<file path="src/rtl/opb_reg_bank_pkg.sv">
// Shared constants and helpers for the OPB register bank.
// Bit positions are numeric (bit 0 = LSB = OPB bit 31).
package opb_reg_bank_pkg;

    localparam int CTRL_PENDING_BIT = 0;
    localparam int CTRL_COMMIT_BIT  = 0;
    localparam int CTRL_NREGS_LSB   = 8;
    localparam int CTRL_NREGS_MSB   = 15;

    localparam logic [31:0] RST_WORD = 32'h0000_0000;
    localparam logic        RST_BIT  = 1'b0;

    // Wide enough to name every data register plus the control register.
    function automatic int idxWidth(input int numRegs);
        return (numRegs < 1) ? 1 : $clog2(numRegs + 1);
    endfunction

    function automatic logic [31:0] byteMerge(input logic [31:0] oldWord,
                                              input logic [31:0] newWord,
                                              input logic [3:0]  byteEn);
        logic [31:0] merged;
        merged = oldWord;
        for (int j = 0; j < 4; j++) begin
            if (byteEn[j]) merged[8*j +: 8] = newWord[8*j +: 8];
        end
        return merged;
    endfunction

endpackage

</file>
<file path="src/rtl/opb_reg_bank_slave_if.sv">
// OPB slave front end: address decode, word index and the two-cycle ack.
module opb_reg_bank_slave_if
    import opb_reg_bank_pkg::*;
#(
    parameter logic [31:0] C_BASEADDR = 32'h0100_0700,
    parameter logic [31:0] C_HIGHADDR = 32'h0100_07FF,
    parameter int          C_NUM_REGS = 8
) (
    input  logic                                clk_i,
    input  logic                                rst_n_i,
    input  logic [31:0]                         addr_i,
    input  logic                                select_i,
    output logic                                start_o,
    output logic                                ack_o,
    output logic                                isData_o,
    output logic                                isCtrl_o,
    output logic [idxWidth(C_NUM_REGS)-1:0]     regIdx_o
);

    logic        hit;
    logic [31:0] offset;
    logic [31:0] wordIdx;
    logic        ack_q;
    logic        ack_d;
    logic        unusedOffsetBits;

    assign hit     = select_i && (addr_i >= C_BASEADDR) && (addr_i <= C_HIGHADDR);
    assign offset  = addr_i - C_BASEADDR;
    assign wordIdx = {2'b00, offset[31:2]};

    // A transfer starts on any hit cycle not already acknowledging, so a held
    // select re-arms every second cycle.
    assign start_o = hit && !ack_q;
    assign ack_d   = start_o;

    always_ff @(posedge clk_i or negedge rst_n_i) begin
        if (!rst_n_i) begin
            ack_q <= RST_BIT;
        end else begin
            ack_q <= ack_d;
        end
    end

    assign ack_o            = ack_q;
    assign isData_o         = wordIdx < 32'(C_NUM_REGS);
    assign isCtrl_o         = wordIdx == 32'(C_NUM_REGS);
    assign regIdx_o         = wordIdx[idxWidth(C_NUM_REGS)-1:0];
    assign unusedOffsetBits = ^offset[1:0];

endmodule

</file>
<file path="src/rtl/opb_reg_bank_ppc2simulink.sv">
// OPB register bank exporting user registers, optionally double-buffered
// behind a commit bit so consumers never see a partial multi-register update.
module opb_reg_bank_ppc2simulink
    import opb_reg_bank_pkg::*;
#(
    parameter logic [31:0] C_BASEADDR   = 32'h0100_0700,
    parameter logic [31:0] C_HIGHADDR   = 32'h0100_07FF,
    parameter int          C_NUM_REGS   = 8,
    parameter int          C_SHADOW     = 1,
    parameter int          C_OPB_AWIDTH = 32,
    parameter int          C_OPB_DWIDTH = 32
) (
    input  logic                        OPB_Clk,
    input  logic                        OPB_Rst_n,
    input  logic [0:C_OPB_AWIDTH-1]     OPB_ABus,
    input  logic [0:C_OPB_DWIDTH/8-1]   OPB_BE,
    input  logic [0:C_OPB_DWIDTH-1]     OPB_DBus,
    input  logic                        OPB_RNW,
    input  logic                        OPB_select,
    input  logic                        OPB_seqAddr,
    output logic [0:C_OPB_DWIDTH-1]     Sl_DBus,
    output logic                        Sl_xferAck,
    output logic                        Sl_errAck,
    output logic                        Sl_retry,
    output logic                        Sl_toutSup,
    output logic [C_NUM_REGS*32-1:0]    user_data_out,
    output logic [C_NUM_REGS-1:0]       user_wr_strobe
);

    localparam int IDXW = idxWidth(C_NUM_REGS);

    logic [31:0]           addrLe;
    logic [31:0]           wrData;
    logic [3:0]            byteEn;
    logic                  start;
    logic                  ack;
    logic                  isData;
    logic                  isCtrl;
    logic [IDXW-1:0]       regIdx;
    logic                  commit;
    logic [31:0]           readWord;
    logic                  unusedInputs;

    logic [31:0]           shadow_q [C_NUM_REGS];
    logic [31:0]           shadow_d [C_NUM_REGS];
    logic [31:0]           active_q [C_NUM_REGS];
    logic [31:0]           active_d [C_NUM_REGS];
    logic                  pending_q, pending_d;
    logic [C_NUM_REGS-1:0] strobe_q, strobe_d;
    logic [31:0]           rdData_q, rdData_d;

    // Big-endian OPB vectors copy MSB-to-MSB, so numeric values carry over.
    assign addrLe       = OPB_ABus;
    assign wrData       = OPB_DBus;
    assign byteEn       = OPB_BE;
    assign unusedInputs = OPB_seqAddr;

    opb_reg_bank_slave_if #(
        .C_BASEADDR (C_BASEADDR),
        .C_HIGHADDR (C_HIGHADDR),
        .C_NUM_REGS (C_NUM_REGS)
    ) u_slave_if (
        .clk_i    (OPB_Clk),
        .rst_n_i  (OPB_Rst_n),
        .addr_i   (addrLe),
        .select_i (OPB_select),
        .start_o  (start),
        .ack_o    (ack),
        .isData_o (isData),
        .isCtrl_o (isCtrl),
        .regIdx_o (regIdx)
    );

    assign commit = isCtrl && byteEn[CTRL_COMMIT_BIT] && wrData[CTRL_COMMIT_BIT];

    always_comb begin
        readWord = RST_WORD;
        if (isData) begin
            for (int i = 0; i < C_NUM_REGS; i++) begin
                if (regIdx == IDXW'(i)) readWord = (C_SHADOW != 0) ? shadow_q[i] : active_q[i];
            end
        end else if (isCtrl) begin
            readWord[CTRL_NREGS_MSB:CTRL_NREGS_LSB] = 8'(C_NUM_REGS);
            readWord[CTRL_PENDING_BIT]              = pending_q;
        end
    end

    // Register updates land on the edge that raises the ack, so they are
    // visible during the ack cycle together with the strobes.
    always_comb begin
        shadow_d  = shadow_q;
        active_d  = active_q;
        pending_d = pending_q;
        strobe_d  = '0;
        rdData_d  = RST_WORD;
        if (start) begin
            if (OPB_RNW) begin
                rdData_d = readWord;
            end else if (isData) begin
                for (int i = 0; i < C_NUM_REGS; i++) begin
                    if (regIdx == IDXW'(i)) begin
                        if (C_SHADOW != 0) begin
                            shadow_d[i] = byteMerge(shadow_q[i], wrData, byteEn);
                            pending_d   = 1'b1;
                        end else begin
                            active_d[i] = byteMerge(active_q[i], wrData, byteEn);
                            strobe_d[i] = 1'b1;
                        end
                    end
                end
            end else if (commit && (C_SHADOW != 0)) begin
                active_d  = shadow_q;
                strobe_d  = '1;
                pending_d = 1'b0;
            end
        end
    end

    always_ff @(posedge OPB_Clk or negedge OPB_Rst_n) begin
        if (!OPB_Rst_n) begin
            for (int i = 0; i < C_NUM_REGS; i++) begin
                shadow_q[i] <= RST_WORD;
                active_q[i] <= RST_WORD;
            end
            pending_q <= RST_BIT;
            strobe_q  <= '0;
            rdData_q  <= RST_WORD;
        end else begin
            shadow_q  <= shadow_d;
            active_q  <= active_d;
            pending_q <= pending_d;
            strobe_q  <= strobe_d;
            rdData_q  <= rdData_d;
        end
    end

    for (genvar g = 0; g < C_NUM_REGS; g++) begin : gen_user_out
        assign user_data_out[32*g +: 32] = active_q[g];
    end

    assign Sl_DBus        = rdData_q;
    assign Sl_xferAck     = ack;
    assign Sl_errAck      = 1'b0;
    assign Sl_retry       = 1'b0;
    assign Sl_toutSup     = 1'b0;
    assign user_wr_strobe = strobe_q;

endmodule

</file>
<file path="config.mk">
export PLATFORM = sky130hd
export DESIGN_NAME = opb_reg_bank_ppc2simulink
export DESIGN_NICKNAME = d
export VERILOG_FILES = /design/src/rtl/opb_reg_bank_pkg.sv /design/src/rtl/opb_reg_bank_slave_if.sv /design/src/rtl/opb_reg_bank_ppc2simulink.sv
export SDC_FILE = /design/constraint.sdc
export NUM_CORES = 1
export LEC_CHECK = 0
export CAP_MARGIN = 20
export CORE_ASPECT_RATIO = 1.75
export CORE_MARGIN = 2
export CORE_UTILIZATION = 58
export DETAILED_ROUTE_END_ITERATION = 7
export GPL_TIMING_DRIVEN = 0
export HOLD_SLACK_MARGIN = 0.08
export MAX_ROUTING_LAYER = met4
export PLACE_DENSITY = 0.93
export SETUP_SLACK_MARGIN = 0.2
export SLEW_MARGIN = 20
export SYNTH_ARGS = -nofsm -noshare
export SYNTH_HDL_FRONTEND = slang
export SYNTH_SLANG_ARGS = --single-unit
</file>
<file path="constraint.sdc">
create_clock -name OPB_Clk -period 4.6 [get_ports OPB_Clk]
set_input_delay 1.15 -clock OPB_Clk [delete_from_list [all_inputs] [get_ports OPB_Clk]]
set_output_delay 1.15 -clock OPB_Clk [all_outputs]
set_load 0.005 [all_outputs]
</file>
### Signal metal coverage by tile, run 1

(2 px per um) The die is cut into 15 by 26 equal tiles; white is low, dark blue is high, scaled to the fullest tile. Values are wire area over tile area, all layers added.
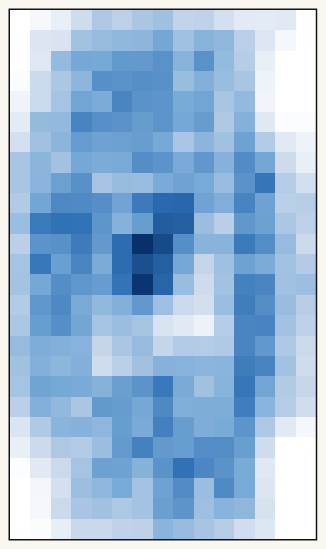
fullest tile	0.73
emptiest ninth of the die	upper right
nearly empty tiles	6.9%
tiles over half the peak	35%
mean over tiles	0.30
total track usage: 0.356
WL/cell: 28.4 um
final WL: 70300 um
DR vias: 15649

### Nets reached from selected ports, run 1

(2 px per um)
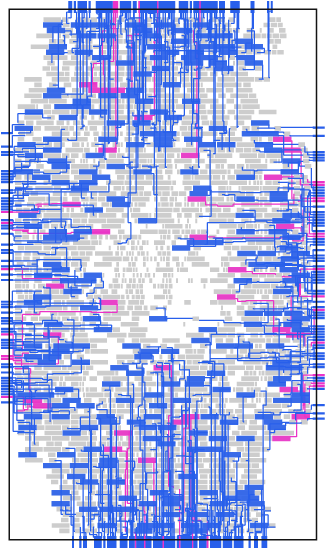
colour	port	direction	edge	end cells	buffers	wire
blue	user_data_out	output	74 top, 74 bottom, 57 right, 51 left	256	256	12600 um
magenta	Sl_DBus	output	13 right, 7 left, 6 top, 6 bottom	32	32	1520 um
I/O Buffers: 364
Ports: 373

### Gate families picked out, run 1

(2 px per um)
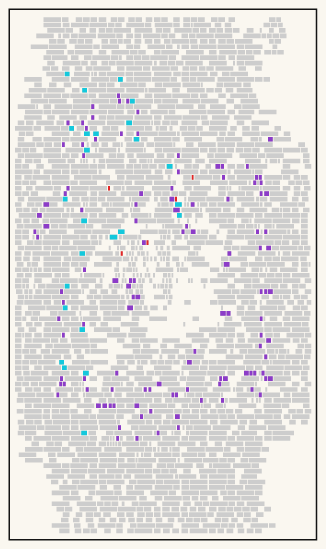
colour	family	cells
cyan	AND-OR and OR-AND gates	25
purple	inverting AOI/OAI gates	119
red	inverters	5
Post-Layout Cell Count: 2470
Top cell excl fill/tap: dfrtp_1
logic share of the area: 0.295

==> results.json, run 1 <==
{
  "status": "completed",
  "worstRegToRegCells": 6,
  "ys_warn_count": 0,
  "hp-class": "in2async",
  "root_buffer": "clkbuf_16",
  "async_flop_share": 1.00,
  "finalSetupViolations": 0,
  "grt_pass1_vias": 16873,
  "critPathCaptureType": "flip-flop",
  "ff_type": "dfrtp_1",
  "finalClockPeriodUsage": 0.926,
  "drive_above_1_share": 0.342,
  "tightestPinTransition_ns": 1.16,
  "final_cell_mix": "dfrtp_1, mux2_2, clkdlybuf4s50_1, a21oi_1, nor2_1",
  "leakagePower_nw": 13.7,
  "yosys_cells": 1523,
  "grt_overflow": 0,
  "layout.nets": 2018,
  "area_leaders": "dfrtp_1, mux2_2, mux4_2, a21oi_1, nor2_1",
  "dp_hpwl_um": 49500,
  "pwr_density_cell_mw_per_mm2": 320,
  "grt_max_degree": 106,
  "clk_path_buf_depth": 3,
  "edf_count": 0,
  "fmax_ghz": 0.235,
  "row_count": 95,
  "path_clk_slew_ns": 0.07,
  "maxSlewViolCount": 0,
  "cp_slowest_stage_delay_ns": 0.91,
  "reg2reg_to": "shadow_q[243]$_DFFE_PN0P_",
  "timing.slew.headroom": 0.228,
  "critPathLaunchType": "input pin",
  "placed_area_sq_mm": 0.0269,
  "ys_seq_share": 0.608,
  "ir_drop_uv": 286,
  "grt_pass1_wl_um": 104000,
  "gp_congestion": 0.915,
  "critPathBufInv": 3,
  "worstPathCellList": "clkdlybuf4s50_1 -> clkbuf_1 -> buf_1 -> nand4_1 -> nor4_4 -> mux2_2",
  "path_class": "in2reg",
  "fp.dieW_um": 153,
  "drtIter0Drc": 1189,
  "via_per_inst": 6.34,
  "ys.flops": 547,
  "rsz0062_at_grt": "no",
  "core-area_sq_mm": 0.0384,
  "crit_path_top_delay_cell": "nor4_4",
  "ys_types": 51,
  "tritoncts": "yes",
  "cp.required_ns": 5.07,
  "h-tree-depth": 2,
  "utilization": 0.742,
  "die-area_sq_mm": 0.0404,
  "synth_area_sq_mm": 0.0225,
  "maxCapViolCount": 0,
  "synth.avg_cell_area_sq_um": 14.8,
  "syn_inst": 1523,
  "stdcell_area_sq_mm": 0.0285,
  "layout_min_cycle_time_ns": 4.26,
  "cp.arrival_ns": 4.73,
  "cts.sinks": 547
}
==> run 1: through the flow <==
step	total power [mW]	std cells	TNS (ns)
CTS	9.13	2468	0
global placement	5.24	2374	-
finish	9.12	2470	0
global route	9.33	2469	0
detailed placement	5.26	2381	-18.52
floorplan	4.99	1525	0
==> run 1: how the worst max path moves through the flow <==
| stage | start | to | slack [ns] | depth (start not counted) |
|---|---|---|---|---|
| detailed placement | OPB_ABus[27] | shadow_q[84]$_DFFE_PN0P_ | -0.32 | 6 |
| floorplan | OPB_ABus[4] | shadow_q[128]$_DFFE_PN0P_ | 1.16 | 6 |
| global placement | OPB_Rst_n | user_wr_strobe[6]$_DFF_PN0_ | -20.20 | 1 |
| global route | OPB_ABus[28] | shadow_q[132]$_DFFE_PN0P_ | 0.23 | 6 |
| finish | OPB_ABus[28] | shadow_q[132]$_DFFE_PN0P_ | 0.34 | 6 |
| CTS | OPB_ABus[27] | shadow_q[84]$_DFFE_PN0P_ | 0.24 | 6 |
==> run 1: repair_timing <==
action                                 4_1_cts  5_1_grt
setup buffers                                0        0
resized                                      0        1
setup endpoints to repair                    0        8
endpoints found under the hold margin        0        0
==> run 1: per-layer routing <==
layer | track usage | share of wire | vias up
li1 | - | - | 6372
met4 | 0.257 | 0.088 | 0
met5 | - | 0 | -
met3 | 0.0497 | 0.063 | 330
met1 | 0.398 | 0.34 | 8060
met2 | 0.586 | 0.51 | 887
==> run 1: area by class of cell <==
type / count / area [sq um]
buffer: 87 / 403
antenna: 2 / 5.00
clock buffer: 65 / 1350
sequential: 547 / 13700
inverter: 5 / 18.8
fill: 2303 / 9920
tap: 485 / 607
multi-input combinational: 886 / 8410
clock inverter: 22 / 176
timing repair buffer: 371 / 3820
==> run 1: state kept, by name, indices dropped and copies added, names as in the netlist <==
name,count
user_wr_strobe,1
Sl_DBus,32
u_slave_if.ack_o,1
shadow_q,256
pending_q,1
user_data_out,256
==> run 1: report_power, final <==
part	internal (mW)	total, mW	switching (mW)
registers	4.81	4.81	0.00000000199
clock network	2.12	3.95	1.83
logic	0.106	0.361	0.255
total	7.04	9.12	2.08
==> run 1: kinds of logic after synthesis <==
family          share of synthesized area
compound gates                     0.0395
buf+inv                            0.0186
flops                               0.608
mux                                 0.289
other cells                      0.000167
simple gates                       0.0442
==> run 1: cells in the mapped netlist, types with 3 or more instances <==
cell,number
nor3_1,5
nor3_4,3
a21o_1,11
nand3_1,30
o21ai_0,16
buf_2,29
mux4_2,29
mux2_1,4
mux2i_1,4
nor4_1,5
a22oi_1,16
nor2_1,64
dfrtp_1,547
a21oi_1,71
buf_4,10
nor2b_1,5
nand4_1,19
nand2_1,33
nand2b_1,8
o22ai_1,5
a22o_1,11
clkbuf_1,43
inv_1,4
mux2_2,512
buf_1,5
a2111oi_0,4
==> run 1: worst register-to-register path: stages (launching register included) <==
cell      delay (ns)
dfrtp_1         0.44
nor4bb_1        0.47
nand4b_4        0.20
nor4_1          0.40
clkbuf_1        0.45
nand4_1         0.81
mux2_2          0.58
### Track usage over the die, run 1

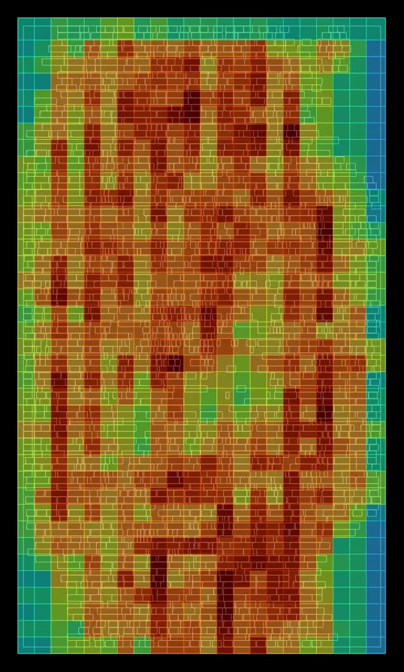

## Run 2: what changed since run 1
Settings changed: ABC_AREA set to 0, GPL_TIMING_DRIVEN 0 to unset, RECOVER_POWER set to 25.
### Track usage over the die, run 2

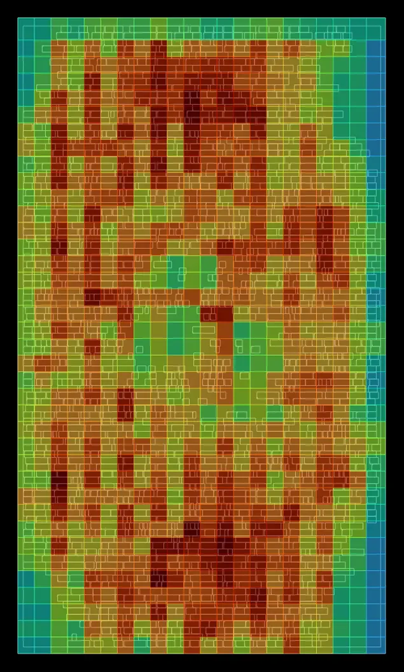
met3 GRT Util: 0.0456
final core occ: 0.744

==> run 2 against run 1 <==
The run now ends with max-capacitance violations, max-slew violations left; sequential cell count unchanged; sequential share of layout area shrank 0.16 points; clock power grew 3%; fmax rose by 14%; hold slack gained 0.0026 ns; critical path depth is the same; worst setup slack better by 0.52 ns; total power increased by 0.92%; largest cell class unchanged; routed wire length shrank 8.7%.
==> results.json, run 2 <==
{
  "tightestPinTransition_ns": 2.97,
  "cp.required_ns": 5.03,
  "ys.flops": 547,
  "grt_max_degree": 114,
  "drtIter0Drc": 1027,
  "yosys_cells": 1523,
  "grt_overflow": 0,
  "path_clk_slew_ns": 0.06,
  "core-area_sq_mm": 0.0384,
  "seq_area_sq_mm": 0.0137,
  "area_leaders": "dfrtp_1, mux2_2, mux4_2, a21oi_1, nor2_1",
  "final_cells": 2435,
  "wl_per_cell_um": 26.3,
  "violations": "max-capacitance violations, max-slew violations",
  "maxSlewViolCount": 110,
  "critPathBufInv": 1,
  "critPathLaunchType": "input pin",
  "ff_type": "dfrtp_1",
  "placed_area_sq_mm": 0.0270,
  "ir_drop_uv": 326,
  "n_fill_cell": 2195,
  "p_total_mw": 9.20,
  "via_per_inst": 6.22,
  "crit_path_top_delay_cell": "nor3_1",
  "cp_slowest_stage_delay_ns": 0.60,
  "finalSetupViolations": 0,
  "leakagePower_nw": 13.7,
  "common_cells": "dfrtp_1, mux2_2, a21oi_1, nor2_1, clkbuf_1",
  "hold_ws_ns": 0.495,
  "layout_top_cell": "dfrtp_1",
  "root_buffer": "clkbuf_16",
  "cts_hold_buf": 0,
  "fp.dieW_um": 153,
  "synth_top_cell_by_count": "dfrtp_1",
  "io_pins": 373,
  "critPathMaxFanout": 8,
  "fp-utilization": 0.586,
  "cts_inserted_buffers": 47,
  "comb_area_sq_mm": 0.00843,
  "async_flop_share": 1.00,
  "edf_count": 0,
  "hold_viol_final": 0,
  "cp.arrival_ns": 4.18,
  "routed.top_layer": "met4",
  "pwr_density_cell_mw_per_mm2": 322,
  "finalClockPeriodUsage": 0.813,
  "layout_min_cycle_time_ns": 3.74,
  "stdcell_area_sq_mm": 0.0286,
  "setup-tns-final_ns": 0,
  "synth.avg_cell_area_sq_um": 14.8,
  "row_count": 95,
  "ys_warn_count": 0,
  "gp_congestion": 0.824,
  "layout.nets": 1989,
  "ys_seq_share": 0.608,
  "final_cell_mix": "dfrtp_1, mux2_2, clkdlybuf4s50_1, a21oi_1, nor2_1",
  "rsz0062_at_grt": "no",
  "cts.sinks": 547,
  "wl_met1_um": 22500,
  "hp-class": "reg2reg",
  "drc": 0,
  "wl_met2_um": 33500,
  "critPathCaptureType": "flip-flop",
  "worstPathCellList": "clkdlybuf4s50_1 -> or3_1 -> or3_1 -> nor3_1 -> nand3_1 -> mux2_1",
  "area_growth_pct": 27.0,
  "timing.slew.headroom": -0.982,
  "fin_ws_ns": 0.859,
  "post_cts.repair.setup_buffers": 0,
  "path_class": "in2reg",
  "synth_area_sq_mm": 0.0225,
  "grt_pass1_vias": 16596,
  "ys_types": 51,
  "tritoncts": "yes",
  "io_buffers": 366,
  "dpl.cell_count": 2352,
  "antenna_found_initial": 2,
  "die-area_sq_mm": 0.0404,
  "maxCapViolCount": 1,
  "cts-resized-gates": 0,
  "status": "complete, but fails checks",
  "syn_inst": 1523,
  "h-tree-depth": 2,
  "grt_pass1_wl_um": 98300,
  "dp_hpwl_um": 43100,
  "ant_nets": 0,
  "clk_path_buf_depth": 3,
  "fmax_ghz": 0.267,
  "drive_above_1_share": 0.358,
  "route.met3.wl_um": 3690
}
### Signal metal coverage by tile, run 2

(2 px per um) The die is cut into 15 by 26 equal tiles; white is low, dark blue is high, scaled to the fullest tile. Values are wire area over tile area, all layers added.
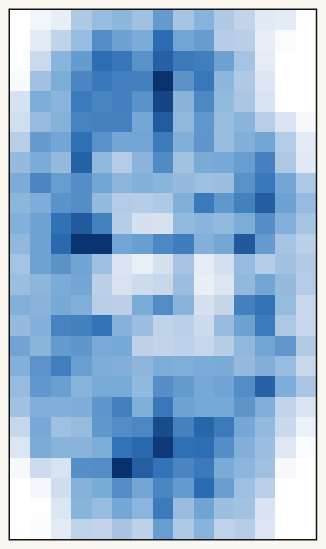
nearly empty tiles	5.9%
tiles over half the peak	38%
mean over tiles	0.26
emptiest ninth of the die	upper right
fullest tile	0.61
final WL: 64200 um
total track usage: 0.328
DR vias: 15155

[run 2: cell counts after synthesis]
No cell type changed its count.
[run 2: path summary, 6_finish.rpt]
path / slack (ns) / end / depth (start not counted) / from
worst min-delay path: 0.50 / user_data_out[10]$_DFFE_PN0P_ / 1 / user_data_out[10]$_DFFE_PN0P_
min in group asynchronous: 1.49 / shadow_q[202]$_DFFE_PN0P_ / 1 / OPB_Rst_n
worst max-delay path: 0.86 / shadow_q[185]$_DFFE_PN0P_ / 6 / OPB_ABus[8]
worst min register to register: 0.50 / user_data_out[10]$_DFFE_PN0P_ / 1 / user_data_out[10]$_DFFE_PN0P_
worst max register to register: 1.69 / shadow_q[129]$_DFFE_PN0P_ / 6 / u_slave_if.ack_o$_DFF_PN0_
max in group asynchronous: 1.11 / user_data_out[172]$_DFFE_PN0P_ / 2 / OPB_Rst_n
[run 2: cell type report]
| class | instances | area share |
|---|---|---|
| Antenna cell | 2 | 0.000175 |
| Clock buffer | 59 | 0.0448 |
| Clock inverter | 22 | 0.00902 |
| Inverter | 5 | 0.000657 |
| Multi-Input combinational cell | 886 | 0.295 |
| Sequential cell | 547 | 0.479 |
| Tap cell | 485 | 0.0212 |
| Timing Repair Buffer | 429 | 0.150 |
[run 2: power breakdown]
part	switching (mW)	internal, mW	total [mW]
Clock	1.79	2.26	4.05
Sequential	0.00000000196	4.81	4.81
Combinational	0.240	0.104	0.344
[run 2: layer usage]
metal,vias to the layer above,track usage
met5,-,-
met1,7832,0.375
met4,0,0.202
met3,239,0.0456
met2,739,0.550
li1,6345,-
[run 2: logic make-up after synthesis]
family | synth area share
AOI/OAI and AO/OA | 0.0395
buffers and inverters | 0.0186
DFF | 0.608
muxes | 0.289
other | 0.000167
and+or+nand+nor | 0.0442
### Gate families picked out, run 2

(2 px per um)
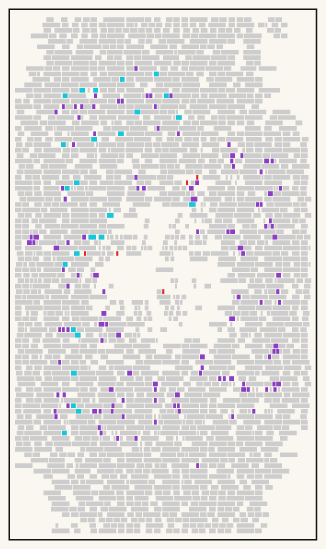

## Run 3: what changed since run 2
Settings changed: CORE_UTILIZATION 58 to 53, PLACE_DENSITY 0.93 to 0.86.
Clock period 4.6 ns to 3.6 ns, I/O delays scaled along.
### Gate families picked out, run 3

(2 px per um)
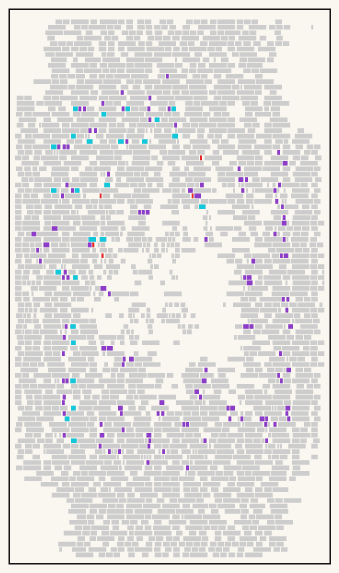
colour	family	cells
purple	inverting AOI/OAI gates	119
red	inverters	5
cyan	AND-OR and OR-AND gates	25
logic share of the area: 0.290
Post-Layout Cell Count: 2548

==> run 3 against run 2 <==
The run still ends with max-capacitance violations, max-slew violations left; sequential share of layout area shrank 0.83 points; clock power is 26% higher; sequential power increased by 28%; register-to-register slack got worse by 0.68 ns; die size grew 9.2%; highest routed layer unchanged.
==> results.json, run 3 <==
{
  "hp-class": "reg2reg",
  "cp-startpoint": "OPB_ABus[4]",
  "area_leaders": "dfrtp_1, mux2_2, mux4_2, a21oi_1, nor2_1",
  "n_fill_cell": 2762,
  "seqPwrFrac": 0.525,
  "tritoncts": "yes",
  "comb_power_share": 0.038,
  "cts.sinks": 547,
  "tightestPinTransition_ns": 2.24,
  "fp.dieW_um": 160,
  "syn_inst": 1523,
  "synth_area_sq_mm": 0.0225,
  "setup-tns-final_ns": 0,
  "p_total_mw": 11.7,
  "finalSetupViolations": 0,
  "cts_inserted_buffers": 47,
  "finalClockPeriodUsage": 0.867,
  "fmax_ghz": 0.320,
  "area_growth_pct": 29.2,
  "final_cell_mix": "dfrtp_1, mux2_2, clkdlybuf4s50_1, buf_4, a21oi_1",
  "post_cts.repair.setup_buffers": 0,
  "gp_congestion": 0.860,
  "h-tree-depth": 2,
  "violations": "max-capacitance violations, max-slew violations",
  "leakagePower_nw": 13.9,
  "intPower_mw": 9.18,
  "dp_hpwl_um": 43800,
  "critPathCaptureType": "flip-flop",
  "clkPwrFrac": 0.437,
  "hold_ws_ns": 0.496,
  "ys_types": 51,
  "finalWirelength_um": 63500,
  "core-area_sq_mm": 0.0417,
  "status": "complete, but fails checks",
  "maxCapViolCount": 1,
  "async_flop_share": 1.00,
  "grt_pass1_vias": 16597,
  "fin_ws_ns": 0.478,
  "path_class": "in2reg",
  "switching_power_mw": 2.52,
  "grt_pass1_wl_um": 97500,
  "row_count": 99,
  "stdcell_area_sq_mm": 0.0291,
  "rsz0062_at_grt": "no",
  "hp-start": "user_data_out[10]$_DFFE_PN0P_",
  "utilization": 0.696,
  "grt_overflow": 0,
  "ys.flops": 547,
  "ys_chip_area_sq_mm": 0.0225,
  "yosys_cells": 1523,
  "cts_hold_buf": 0,
  "drive_above_1_share": 0.370,
  "io_pins": 373,
  "ys_seq_share": 0.608,
  "via_per_inst": 5.92,
  "dr_total_vias": 15094,
  "ys_warn_count": 0,
  "critPathLaunchType": "input pin",
  "cts-resized-gates": 0,
  "clk_path_buf_depth": 3,
  "grt_max_degree": 104,
  "synth.avg_cell_area_sq_um": 14.8,
  "die-area_sq_mm": 0.0442,
  "antenna_found_initial": 2,
  "fp-utilization": 0.539,
  "io_buffers": 366,
  "edf_count": 0,
  "ant_nets": 0,
  "ff_type": "dfrtp_1",
  "netSwitchingFraction": 0.215,
  "ir_drop_uv": 420,
  "drtIter0Drc": 1014,
  "synth_top_cell_by_count": "dfrtp_1",
  "cp.required_ns": 4.04,
  "timing.slew.headroom": -0.491,
  "pwr_density_cell_mw_per_mm2": 402,
  "dpl.cell_count": 2465,
  "placed_area_sq_mm": 0.0275,
  "root_buffer": "clkbuf_16",
  "layout_top_cell": "dfrtp_1",
  "maxSlewViolCount": 74,
  "drc": 0,
  "layout_min_cycle_time_ns": 3.12,
  "layout.nets": 2032,
  "cp.arrival_ns": 3.56,
  "hold_viol_final": 0,
  "common_cells": "dfrtp_1, mux2_2, a21oi_1, nor2_1, clkbuf_1"
}
### Signal metal coverage by tile, run 3

(2 px per um) The die is cut into 16 by 28 equal tiles; white is low, dark blue is high, scaled to the fullest tile. Values are wire area over tile area, all layers added.
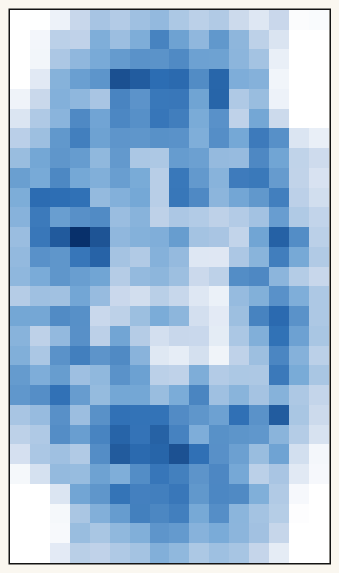
emptiest ninth of the die	upper right
fullest tile	0.55
mean over tiles	0.23
tiles over half the peak	39%
WL/cell: 24.9 um
total track usage: 0.298

## run 3: cell count changes in the layout (fill, tap and decap cells not counted), moves of 6 or more
cell,previous run,this run
clkbuf_1,8,14
clkbuf_8,6,13
buf_4,47,82
buf_12,14,21
clkinv_2,11,4
## run 3: final cells by class
type / count / area [sq um] / area share
Clock inverter: 8 / 98.8 / 0.00340
Multi-Input combinational cell: 886 / 8430 / 0.290
Tap cell: 555 / 694 / 0.0239
Sequential cell: 547 / 13700 / 0.471
Clock buffer: 73 / 1450 / 0.0498
Inverter: 5 / 18.8 / 0.000646
Timing Repair Buffer: 472 / 4690 / 0.161
Antenna cell: 2 / 5.00 / 0.000172
## run 3: power by group through the flow
stage,Combinational (mW),Clock [mW],Sequential (mW)
6_report,0.443,5.11,6.14
4_1_cts,0.450,5.18,6.14
5_1_grt,0.487,5.41,6.14
2_1_floorplan,0.118,0,6.26
3_5_place_dp,0.446,0,6.26
3_3_place_gp,0.435,0,6.26
## run 3: worst paths after layout
| kind | end | slack [ns] | cells past startpoint |
|---|---|---|---|
| min in group asynchronous | shadow_q[140]$_DFFE_PN0P_ | 1.01 | 1 |
| max | shadow_q[129]$_DFFE_PN0P_ | 0.48 | 8 |
| min | user_data_out[10]$_DFFE_PN0P_ | 0.50 | 1 |
| max in group asynchronous | user_data_out[210]$_DFFE_PN0P_ | 0.91 | 2 |
| min reg2reg | user_data_out[10]$_DFFE_PN0P_ | 0.50 | 1 |
| max reg2reg | shadow_q[129]$_DFFE_PN0P_ | 1.01 | 8 |
## run 3: logic make-up (layout without fill, tap and decap cells)
logic type      after synthesis  in the layout  share of synthesized area
compound gates              144            144                     0.0395
buf+inv                      92            558                     0.0186
flops                       547            547                      0.608
mux                         549            549                      0.289
other cells                   1              5                   0.000167
simple gates                190            190                     0.0442
## run 3: worst max-delay path, cell delays in order
cell and delay, ns:
clkdlybuf4s50_1 0.42, or4_4 0.54, nand4b_4 0.21, or4_1 0.49
buf_4 0.20, nor4_4 0.27, buf_12 0.18, mux2_2 0.34
## run 3: layer usage
layer | GRT usage | part of all wire | up-vias
met5 | - | 0 | -
met4 | 0.161 | 0.056 | 0
met3 | 0.0360 | 0.048 | 178
met2 | 0.519 | 0.53 | 612
met1 | 0.332 | 0.36 | 7902
li1 | - | - | 6402

==> gallery <==
Clock network drawn from the DEF.
(2 px per um)
(a)
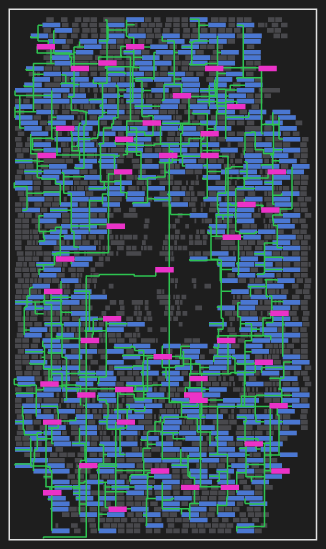
(b)
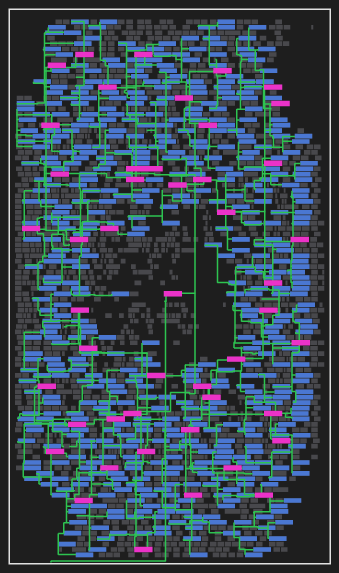
- (b) = run 3
- (a) = run 2

Power figures rest on the tool's default switching activity, not on a simulated workload.
